===== config.mk =====
export PLATFORM = sky130hd
export DESIGN_NAME = clock_set_ctrl_flat
export DESIGN_NICKNAME = d
export VERILOG_FILES = /design/src/rtl/clock_set_ctrl_if.sv /design/src/rtl/clock_set_ctrl.sv /design/src/flat_wrapper.sv
export SDC_FILE = /design/constraint.sdc
export NUM_CORES = 1
export LEC_CHECK = 0
export ABC_AREA = 0
export CORE_UTILIZATION = 61
export CTS_BUF_LIST = sky130_fd_sc_hd__clkbuf_2 sky130_fd_sc_hd__clkbuf_4 sky130_fd_sc_hd__clkbuf_8
export DETAILED_ROUTE_END_ITERATION = 16
export PLACE_DENSITY = 0.95
export SETUP_SLACK_MARGIN = 0.4
export SLEW_MARGIN = 10
export SYNTH_ARGS = -nofsm -noshare
export SYNTH_HDL_FRONTEND = slang
export SYNTH_SLANG_ARGS = --single-unit

===== constraint.sdc =====
create_clock -name clk -period 7.7 [get_ports clk]
set_input_delay 1.155 -clock clk [delete_from_list [all_inputs] [get_ports clk]]
set_output_delay 1.155 -clock clk [all_outputs]
set_load 0.02 [all_outputs]

===== src/rtl/clock_set_ctrl_if.sv =====
// Button / live-time / shadow-time bundle between the set controller and its neighbours.
// master = front-end side (buttons, live time in); slave = the set controller.
interface clock_set_ctrl_if;
   logic       btn_mode;
   logic       btn_inc;
   logic       btn_dec;
   logic       btn_cancel;

   logic [3:0] cur_sec_unit,   cur_sec_ten;
   logic [3:0] cur_min_unit,   cur_min_ten;
   logic [3:0] cur_hour_unit,  cur_hour_ten;
   logic [3:0] cur_day_unit;
   logic [1:0] cur_day_ten;
   logic [3:0] cur_month_unit;
   logic [1:0] cur_month_ten;
   logic [3:0] cur_year_unit,  cur_year_ten, cur_year_hund, cur_year_thou;

   logic [3:0] set_sec_unit,   set_sec_ten;
   logic [3:0] set_min_unit,   set_min_ten;
   logic [3:0] set_hour_unit,  set_hour_ten;
   logic [3:0] set_day_unit;
   logic [1:0] set_day_ten;
   logic [3:0] set_month_unit;
   logic [1:0] set_month_ten;
   logic [3:0] set_year_unit,  set_year_ten, set_year_hund, set_year_thou;

   logic       load;
   logic       run_en;
   logic [2:0] edit_field;
   logic       blink;

   modport master (
      output btn_mode, btn_inc, btn_dec, btn_cancel,
      output cur_sec_unit, cur_sec_ten, cur_min_unit, cur_min_ten,
             cur_hour_unit, cur_hour_ten, cur_day_unit, cur_day_ten,
             cur_month_unit, cur_month_ten,
             cur_year_unit, cur_year_ten, cur_year_hund, cur_year_thou,
      input  set_sec_unit, set_sec_ten, set_min_unit, set_min_ten,
             set_hour_unit, set_hour_ten, set_day_unit, set_day_ten,
             set_month_unit, set_month_ten,
             set_year_unit, set_year_ten, set_year_hund, set_year_thou,
      input  load, run_en, edit_field, blink
   );

   modport slave (
      input  btn_mode, btn_inc, btn_dec, btn_cancel,
      input  cur_sec_unit, cur_sec_ten, cur_min_unit, cur_min_ten,
             cur_hour_unit, cur_hour_ten, cur_day_unit, cur_day_ten,
             cur_month_unit, cur_month_ten,
             cur_year_unit, cur_year_ten, cur_year_hund, cur_year_thou,
      output set_sec_unit, set_sec_ten, set_min_unit, set_min_ten,
             set_hour_unit, set_hour_ten, set_day_unit, set_day_ten,
             set_month_unit, set_month_ten,
             set_year_unit, set_year_ten, set_year_hund, set_year_thou,
      output load, run_en, edit_field, blink
   );
endinterface


===== src/rtl/clock_set_ctrl.sv =====
// Time/date setting controller: walks the user through Y/MO/D/H/MI/S in a BCD shadow
// register, holds the counters while editing and issues a one-cycle parallel load.
module clock_set_ctrl #(
   parameter int unsigned BLINK_DIV = 50000000
) (
   input logic             clk,
   input logic             rst,
   clock_set_ctrl_if.slave bus
);
   localparam int CNT_W = (BLINK_DIV > 1) ? $clog2(BLINK_DIV) : 1;

   // Field states share their encoding with edit_field.
   typedef enum logic [2:0] {
      S_IDLE   = 3'd0,
      S_YEAR   = 3'd1,
      S_MONTH  = 3'd2,
      S_DAY    = 3'd3,
      S_HOUR   = 3'd4,
      S_MIN    = 3'd5,
      S_SEC    = 3'd6,
      S_COMMIT = 3'd7
   } state_t;

   state_t           state, state_nxt;
   logic [15:0]      yr, yr_nxt;
   logic [5:0]       mo, mo_nxt, dy, dy_nxt, dim_nxt;
   logic [7:0]       hr, hr_nxt, mi, mi_nxt, se, se_nxt;
   logic             adj, up, field_active;
   logic [CNT_W-1:0] blink_cnt;
   logic             blink_q;

   function automatic logic div4(input logic [7:0] v);
      return ((6'(v[7:4]) * 6'd2 + 6'(v[3:0])) % 6'd4) == 6'd0;
   endfunction

   function automatic logic is_leap(input logic [15:0] y);
      return (y[7:0] == 8'h00) ? div4(y[15:8]) : div4(y[7:0]);
   endfunction

   function automatic logic [5:0] dim(input logic [5:0] m, input logic [15:0] y);
      case (m)
         6'h04, 6'h06, 6'h09, 6'h11: return 6'h30;
         6'h02:                      return is_leap(y) ? 6'h29 : 6'h28;
         default:                    return 6'h31;
      endcase
   endfunction

   // Two-digit BCD step with wrap between lo and hi (both BCD).
   function automatic logic [7:0] bcd2_step(input logic [7:0] v, input logic [7:0] lo,
                                            input logic [7:0] hi, input logic inc);
      if (inc) begin
         if (v >= hi)          return lo;
         if (v[3:0] == 4'd9)   return {v[7:4] + 4'd1, 4'd0};
         return {v[7:4], v[3:0] + 4'd1};
      end
      if (v <= lo)             return hi;
      if (v[3:0] == 4'd0)      return {v[7:4] - 4'd1, 4'd9};
      return {v[7:4], v[3:0] - 4'd1};
   endfunction

   function automatic logic [15:0] year_step(input logic [15:0] y, input logic inc);
      logic [15:0] r;
      logic        carry;
      r     = y;
      carry = 1'b1;
      for (int i = 0; i < 4; i++) begin
         if (carry) begin
            if (inc) begin
               if (r[4*i +: 4] == 4'd9) r[4*i +: 4] = 4'd0;
               else begin r[4*i +: 4] = r[4*i +: 4] + 4'd1; carry = 1'b0; end
            end else begin
               if (r[4*i +: 4] == 4'd0) r[4*i +: 4] = 4'd9;
               else begin r[4*i +: 4] = r[4*i +: 4] - 4'd1; carry = 1'b0; end
            end
         end
      end
      return r;
   endfunction

   assign field_active = (state != S_IDLE) && (state != S_COMMIT);
   assign up           = bus.btn_inc;

   // NOTE: every variable gets a default at the top of always_comb so no path infers a latch.
   always_comb begin
      state_nxt = state;
      yr_nxt    = yr;
      mo_nxt    = mo;
      dy_nxt    = dy;
      hr_nxt    = hr;
      mi_nxt    = mi;
      se_nxt    = se;
      adj       = 1'b0;
      case (state)
         S_IDLE: begin
            if (bus.btn_mode) begin
               yr_nxt    = {bus.cur_year_thou, bus.cur_year_hund, bus.cur_year_ten, bus.cur_year_unit};
               mo_nxt    = {bus.cur_month_ten, bus.cur_month_unit};
               dy_nxt    = {bus.cur_day_ten, bus.cur_day_unit};
               hr_nxt    = {bus.cur_hour_ten, bus.cur_hour_unit};
               mi_nxt    = {bus.cur_min_ten, bus.cur_min_unit};
               se_nxt    = {bus.cur_sec_ten, bus.cur_sec_unit};
               state_nxt = S_YEAR;
            end
         end
         S_COMMIT: state_nxt = S_IDLE;
         default: begin
            if (bus.btn_cancel) begin
               state_nxt = S_IDLE;
            end else if (bus.btn_mode) begin
               state_nxt = state_t'(state + 3'd1);
            end else if (bus.btn_inc ^ bus.btn_dec) begin
               adj = 1'b1;
               case (state)
                  S_YEAR:  yr_nxt = year_step(yr, up);
                  S_MONTH: mo_nxt = 6'(bcd2_step({2'b00, mo}, 8'h01, 8'h12, up));
                  S_DAY:   dy_nxt = 6'(bcd2_step({2'b00, dy}, 8'h01, {2'b00, dim(mo, yr)}, up));
                  S_HOUR:  hr_nxt = bcd2_step(hr, 8'h00, 8'h23, up);
                  S_MIN:   mi_nxt = bcd2_step(mi, 8'h00, 8'h59, up);
                  S_SEC:   se_nxt = bcd2_step(se, 8'h00, 8'h59, up);
                  default: ;
               endcase
            end
         end
      endcase
      // Day clamp covers year/month edits and the entry snapshot alike.
      dim_nxt = dim(mo_nxt, yr_nxt);
      if (dy_nxt > dim_nxt) dy_nxt = dim_nxt;
   end

   // NOTE: state registers use non-blocking assignments so every flop samples pre-edge values.
   always_ff @(posedge clk) begin
      if (rst) begin
         state     <= S_IDLE;
         yr        <= 16'h0000;
         mo        <= 6'h01;
         dy        <= 6'h01;
         hr        <= 8'h00;
         mi        <= 8'h00;
         se        <= 8'h00;
         blink_cnt <= '0;
         blink_q   <= 1'b0;
      end else begin
         state <= state_nxt;
         yr    <= yr_nxt;
         mo    <= mo_nxt;
         dy    <= dy_nxt;
         hr    <= hr_nxt;
         mi    <= mi_nxt;
         se    <= se_nxt;
         if (state_nxt == S_IDLE || adj) begin
            blink_cnt <= '0;
            blink_q   <= 1'b0;
         end else if (field_active) begin
            if (blink_cnt == CNT_W'(BLINK_DIV - 1)) begin
               blink_cnt <= '0;
               blink_q   <= ~blink_q;
            end else begin
               blink_cnt <= blink_cnt + 1'b1;
            end
         end
      end
   end

   assign bus.run_en         = (state == S_IDLE);
   assign bus.load           = (state == S_COMMIT);
   assign bus.edit_field     = field_active ? state : 3'd0;
   assign bus.blink          = blink_q;

   assign bus.set_year_thou  = yr[15:12];
   assign bus.set_year_hund  = yr[11:8];
   assign bus.set_year_ten   = yr[7:4];
   assign bus.set_year_unit  = yr[3:0];
   assign bus.set_month_ten  = mo[5:4];
   assign bus.set_month_unit = mo[3:0];
   assign bus.set_day_ten    = dy[5:4];
   assign bus.set_day_unit   = dy[3:0];
   assign bus.set_hour_ten   = hr[7:4];
   assign bus.set_hour_unit  = hr[3:0];
   assign bus.set_min_ten    = mi[7:4];
   assign bus.set_min_unit   = mi[3:0];
   assign bus.set_sec_ten    = se[7:4];
   assign bus.set_sec_unit   = se[3:0];
endmodule


===== src/flat_wrapper.sv =====
// flat-port wrapper written by rule: the top's interface ports become plain ports
module clock_set_ctrl_flat 
#(
   parameter int unsigned BLINK_DIV = 50000000
)
  (clk, rst, bus_btn_mode, bus_btn_inc, bus_btn_dec, bus_btn_cancel, bus_cur_sec_unit, bus_cur_sec_ten, bus_cur_min_unit, bus_cur_min_ten, bus_cur_hour_unit, bus_cur_hour_ten, bus_cur_day_unit, bus_cur_day_ten, bus_cur_month_unit, bus_cur_month_ten, bus_cur_year_unit, bus_cur_year_ten, bus_cur_year_hund, bus_cur_year_thou, bus_set_sec_unit, bus_set_sec_ten, bus_set_min_unit, bus_set_min_ten, bus_set_hour_unit, bus_set_hour_ten, bus_set_day_unit, bus_set_day_ten, bus_set_month_unit, bus_set_month_ten, bus_set_year_unit, bus_set_year_ten, bus_set_year_hund, bus_set_year_thou, bus_load, bus_run_en, bus_edit_field, bus_blink);
  clock_set_ctrl_if bus_i ();
  input logic clk;
  input logic rst;
  input wire logic [$bits(bus_i.btn_mode)-1:0] bus_btn_mode;
  input wire logic [$bits(bus_i.btn_inc)-1:0] bus_btn_inc;
  input wire logic [$bits(bus_i.btn_dec)-1:0] bus_btn_dec;
  input wire logic [$bits(bus_i.btn_cancel)-1:0] bus_btn_cancel;
  input wire logic [$bits(bus_i.cur_sec_unit)-1:0] bus_cur_sec_unit;
  input wire logic [$bits(bus_i.cur_sec_ten)-1:0] bus_cur_sec_ten;
  input wire logic [$bits(bus_i.cur_min_unit)-1:0] bus_cur_min_unit;
  input wire logic [$bits(bus_i.cur_min_ten)-1:0] bus_cur_min_ten;
  input wire logic [$bits(bus_i.cur_hour_unit)-1:0] bus_cur_hour_unit;
  input wire logic [$bits(bus_i.cur_hour_ten)-1:0] bus_cur_hour_ten;
  input wire logic [$bits(bus_i.cur_day_unit)-1:0] bus_cur_day_unit;
  input wire logic [$bits(bus_i.cur_day_ten)-1:0] bus_cur_day_ten;
  input wire logic [$bits(bus_i.cur_month_unit)-1:0] bus_cur_month_unit;
  input wire logic [$bits(bus_i.cur_month_ten)-1:0] bus_cur_month_ten;
  input wire logic [$bits(bus_i.cur_year_unit)-1:0] bus_cur_year_unit;
  input wire logic [$bits(bus_i.cur_year_ten)-1:0] bus_cur_year_ten;
  input wire logic [$bits(bus_i.cur_year_hund)-1:0] bus_cur_year_hund;
  input wire logic [$bits(bus_i.cur_year_thou)-1:0] bus_cur_year_thou;
  output wire logic [$bits(bus_i.set_sec_unit)-1:0] bus_set_sec_unit;
  output wire logic [$bits(bus_i.set_sec_ten)-1:0] bus_set_sec_ten;
  output wire logic [$bits(bus_i.set_min_unit)-1:0] bus_set_min_unit;
  output wire logic [$bits(bus_i.set_min_ten)-1:0] bus_set_min_ten;
  output wire logic [$bits(bus_i.set_hour_unit)-1:0] bus_set_hour_unit;
  output wire logic [$bits(bus_i.set_hour_ten)-1:0] bus_set_hour_ten;
  output wire logic [$bits(bus_i.set_day_unit)-1:0] bus_set_day_unit;
  output wire logic [$bits(bus_i.set_day_ten)-1:0] bus_set_day_ten;
  output wire logic [$bits(bus_i.set_month_unit)-1:0] bus_set_month_unit;
  output wire logic [$bits(bus_i.set_month_ten)-1:0] bus_set_month_ten;
  output wire logic [$bits(bus_i.set_year_unit)-1:0] bus_set_year_unit;
  output wire logic [$bits(bus_i.set_year_ten)-1:0] bus_set_year_ten;
  output wire logic [$bits(bus_i.set_year_hund)-1:0] bus_set_year_hund;
  output wire logic [$bits(bus_i.set_year_thou)-1:0] bus_set_year_thou;
  output wire logic [$bits(bus_i.load)-1:0] bus_load;
  output wire logic [$bits(bus_i.run_en)-1:0] bus_run_en;
  output wire logic [$bits(bus_i.edit_field)-1:0] bus_edit_field;
  output wire logic [$bits(bus_i.blink)-1:0] bus_blink;
  assign bus_i.btn_mode = bus_btn_mode;
  assign bus_i.btn_inc = bus_btn_inc;
  assign bus_i.btn_dec = bus_btn_dec;
  assign bus_i.btn_cancel = bus_btn_cancel;
  assign bus_i.cur_sec_unit = bus_cur_sec_unit;
  assign bus_i.cur_sec_ten = bus_cur_sec_ten;
  assign bus_i.cur_min_unit = bus_cur_min_unit;
  assign bus_i.cur_min_ten = bus_cur_min_ten;
  assign bus_i.cur_hour_unit = bus_cur_hour_unit;
  assign bus_i.cur_hour_ten = bus_cur_hour_ten;
  assign bus_i.cur_day_unit = bus_cur_day_unit;
  assign bus_i.cur_day_ten = bus_cur_day_ten;
  assign bus_i.cur_month_unit = bus_cur_month_unit;
  assign bus_i.cur_month_ten = bus_cur_month_ten;
  assign bus_i.cur_year_unit = bus_cur_year_unit;
  assign bus_i.cur_year_ten = bus_cur_year_ten;
  assign bus_i.cur_year_hund = bus_cur_year_hund;
  assign bus_i.cur_year_thou = bus_cur_year_thou;
  assign bus_set_sec_unit = bus_i.set_sec_unit;
  assign bus_set_sec_ten = bus_i.set_sec_ten;
  assign bus_set_min_unit = bus_i.set_min_unit;
  assign bus_set_min_ten = bus_i.set_min_ten;
  assign bus_set_hour_unit = bus_i.set_hour_unit;
  assign bus_set_hour_ten = bus_i.set_hour_ten;
  assign bus_set_day_unit = bus_i.set_day_unit;
  assign bus_set_day_ten = bus_i.set_day_ten;
  assign bus_set_month_unit = bus_i.set_month_unit;
  assign bus_set_month_ten = bus_i.set_month_ten;
  assign bus_set_year_unit = bus_i.set_year_unit;
  assign bus_set_year_ten = bus_i.set_year_ten;
  assign bus_set_year_hund = bus_i.set_year_hund;
  assign bus_set_year_thou = bus_i.set_year_thou;
  assign bus_load = bus_i.load;
  assign bus_run_en = bus_i.run_en;
  assign bus_edit_field = bus_i.edit_field;
  assign bus_blink = bus_i.blink;
  clock_set_ctrl #(.BLINK_DIV(BLINK_DIV)) u_core (.clk(clk), .rst(rst), .bus(bus_i));
endmodule

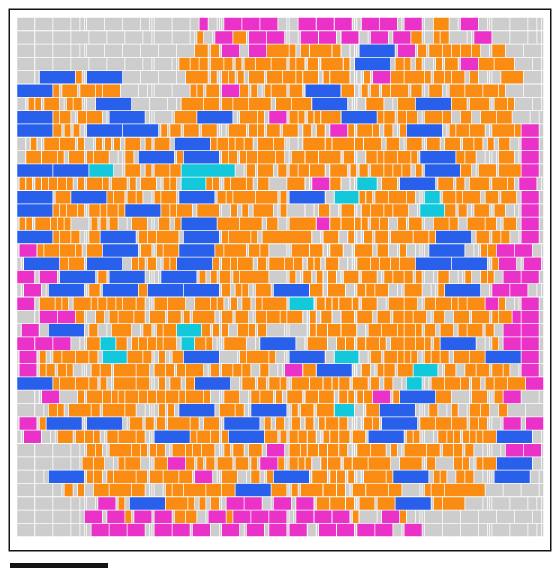
(images/placement_by_type.png)
Scale bar: 20 um. Fill, decap, tap and diode cells in gray.
[blue] flops | cells: 82 | share of their area: 20%
[cyan] clock drivers and dummy loads | cells: 16 | share of their area: 2.6%
[orange] combinational and other logic | cells: 828 | share of their area: 63%
[magenta] other buffers and delay cells | cells: 117 | share of their area: 14%

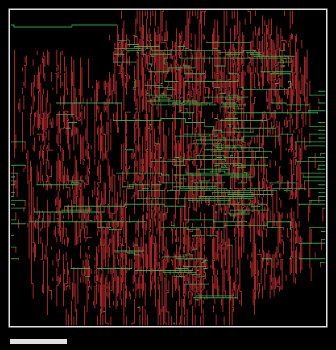
(images/wires.png)
Scale bar: 20 um. Only two layers are drawn.
[red] metal 2 | wire length: 9330 um
[green] metal 3 | wire length: 1810 um

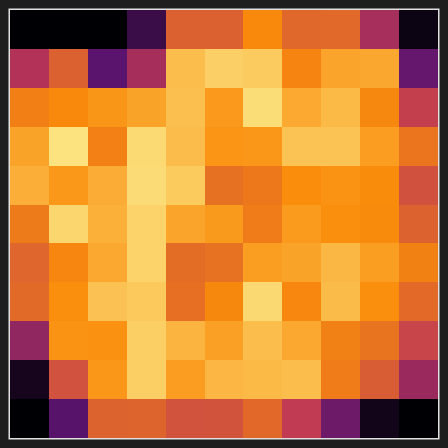
(images/cell_density.png)
The die is cut into 11 by 11 equal tiles; black is low, pale yellow is high, 0 to 100% covered.
tiles over 75% full: 50%
fullest tile: 94%
mean over tiles: 68%
nearly empty tiles: 4.1%

==> flow_summary.ini <==
; physical design summary
[setup_path]
max_stage_delay_ps = 850
regToRegSetupSlack_ps = 2310
critPathSlowestCell = inv_2
crit_start = u_core.state[0]
cp_top_family = simple AND/OR/NAND/NOR gates
cp-start-kind = flip-flop
critPathCaptureType = flip-flop
path_buffers = 2
arrival_ps = 5700
required_ps = 8010

[yosys]
ys_types = 87
syn_area_per_cell_sq_um = 7.266
ys.flop_type = dfxtp_1
floorplan.nets = 1083
syn-instance-count = 985
enable_flop_cells = 0
ys_ff = 82

[placed_design]
place_congestion = 0.9808
io_buffers = 115

[clock_tree]
cts_hold_buffers = 0
clock-sinks = 82
clk_pin_slew_worst_paths_ps = 100

[final_layout]
largest_reg_flops = 26
syn2layout_area_growth_pct = 17.46
layout_top_cells = nor2_1 (134), clkdlybuf4s50_1 (113), nand2_1 (83), dfxtp_1 (82), a21oi_1 (61)

[routing]
post_drt_wl_per_cell_um = 17.37
vias_per_cell = 6.625
ant_nets = 0
vias = 7857
highest_layer = met4
first_pass_iters = 8

[power]
p_int_mw = 0.8638
clock_power_share_pct = 23.2
power.group.top = combinational logic
cellLeakagePower_nw = 2.940
comb_power_mw = 0.573

[worst_hold_path]
min_path_cells = 2
worstHoldStart = u_core.blink_cnt[1]
min_to = u_core.blink_cnt[1]

[timing]
slew_headroom_pct = 29.14
rsz0062_at_grt = false
hold_viol = 0

[global_route]
use_met3_pct = 6.996
globalRouteMet1Util_pct = 44.93
grt_pass1_vias = 6916
grt_pass1_wl_um = 32600

[floorplan]
row_count = 39
ios = 116

[flow_run]
max_cap_violations = 0

[status]
status = complete, no violations
==> synth_stat cells (14+ instances only) <==
master,n,area (sq um)
a21oi_1,61,305.3
inv_1,31,116.4
nand2_1,83,311.6
xor2_1,18,157.7
nor2b_1,15,93.84
nand4_1,15,93.84
xnor2_1,23,201.4
nand3_1,47,235.2
dfxtp_1,82,1642
ha_1,40,500.5
nor2_1,134,503.0
o21ai_0,32,160.2
or3_1,14,87.58
a211oi_1,28,210.2
clkbuf_1,60,225.2
nor3_1,36,180.2
==> cell type report <==
| cell class | instances | area [sq um] | area share (%) |
|---|---|---|---|
| clock inverters | 7 | 86.33 | 1.027 |
| flip-flops and latches | 82 | 1642 | 19.53 |
| repair buffers | 117 | 1156 | 13.75 |
| multi-input cells | 793 | 5089 | 60.53 |
| well taps | 143 | 178.9 | 2.128 |
| inverters | 35 | 131.4 | 1.563 |
| clock buffers | 9 | 123.9 | 1.473 |
==> stage by stage <==
stage	power (mW)	setup WS, ps	area [sq um]	hold WS (ps)
finish	1.446	2313	8407	488.0
detailed placement	1.101	2148	8197	476.6
global route	1.527	1956	8407	523.1
CTS	1.434	2450	8407	488.7
floorplan	0.9239	3367	7157	449.1
global placement	1.088	2302	8197	459.0
==> worst max path at each step <==
stage,end,slack [ps],cells past startpoint
finish,u_core.dy[4],2310,16
global placement,u_core.dy[4],2300,14
floorplan,u_core.dy[4],3370,13
detailed placement,u_core.dy[4],2150,14
CTS,u_core.dy[4],2450,16
global route,u_core.dy[4],1960,16
==> cell families (layout without fill, tap and decap cells) <==
kind of cell,Yosys count,count (layout),synth area share [%]
simple gates,414,414,28.48
compound gates,277,277,27.29
buf+inv,110,168,5.961
flops,82,82,22.94
xor+xnor,42,42,5.245
fa+ha+maj,40,40,6.993
mux,20,20,3.094
Power and IR drop assume default switching activity.
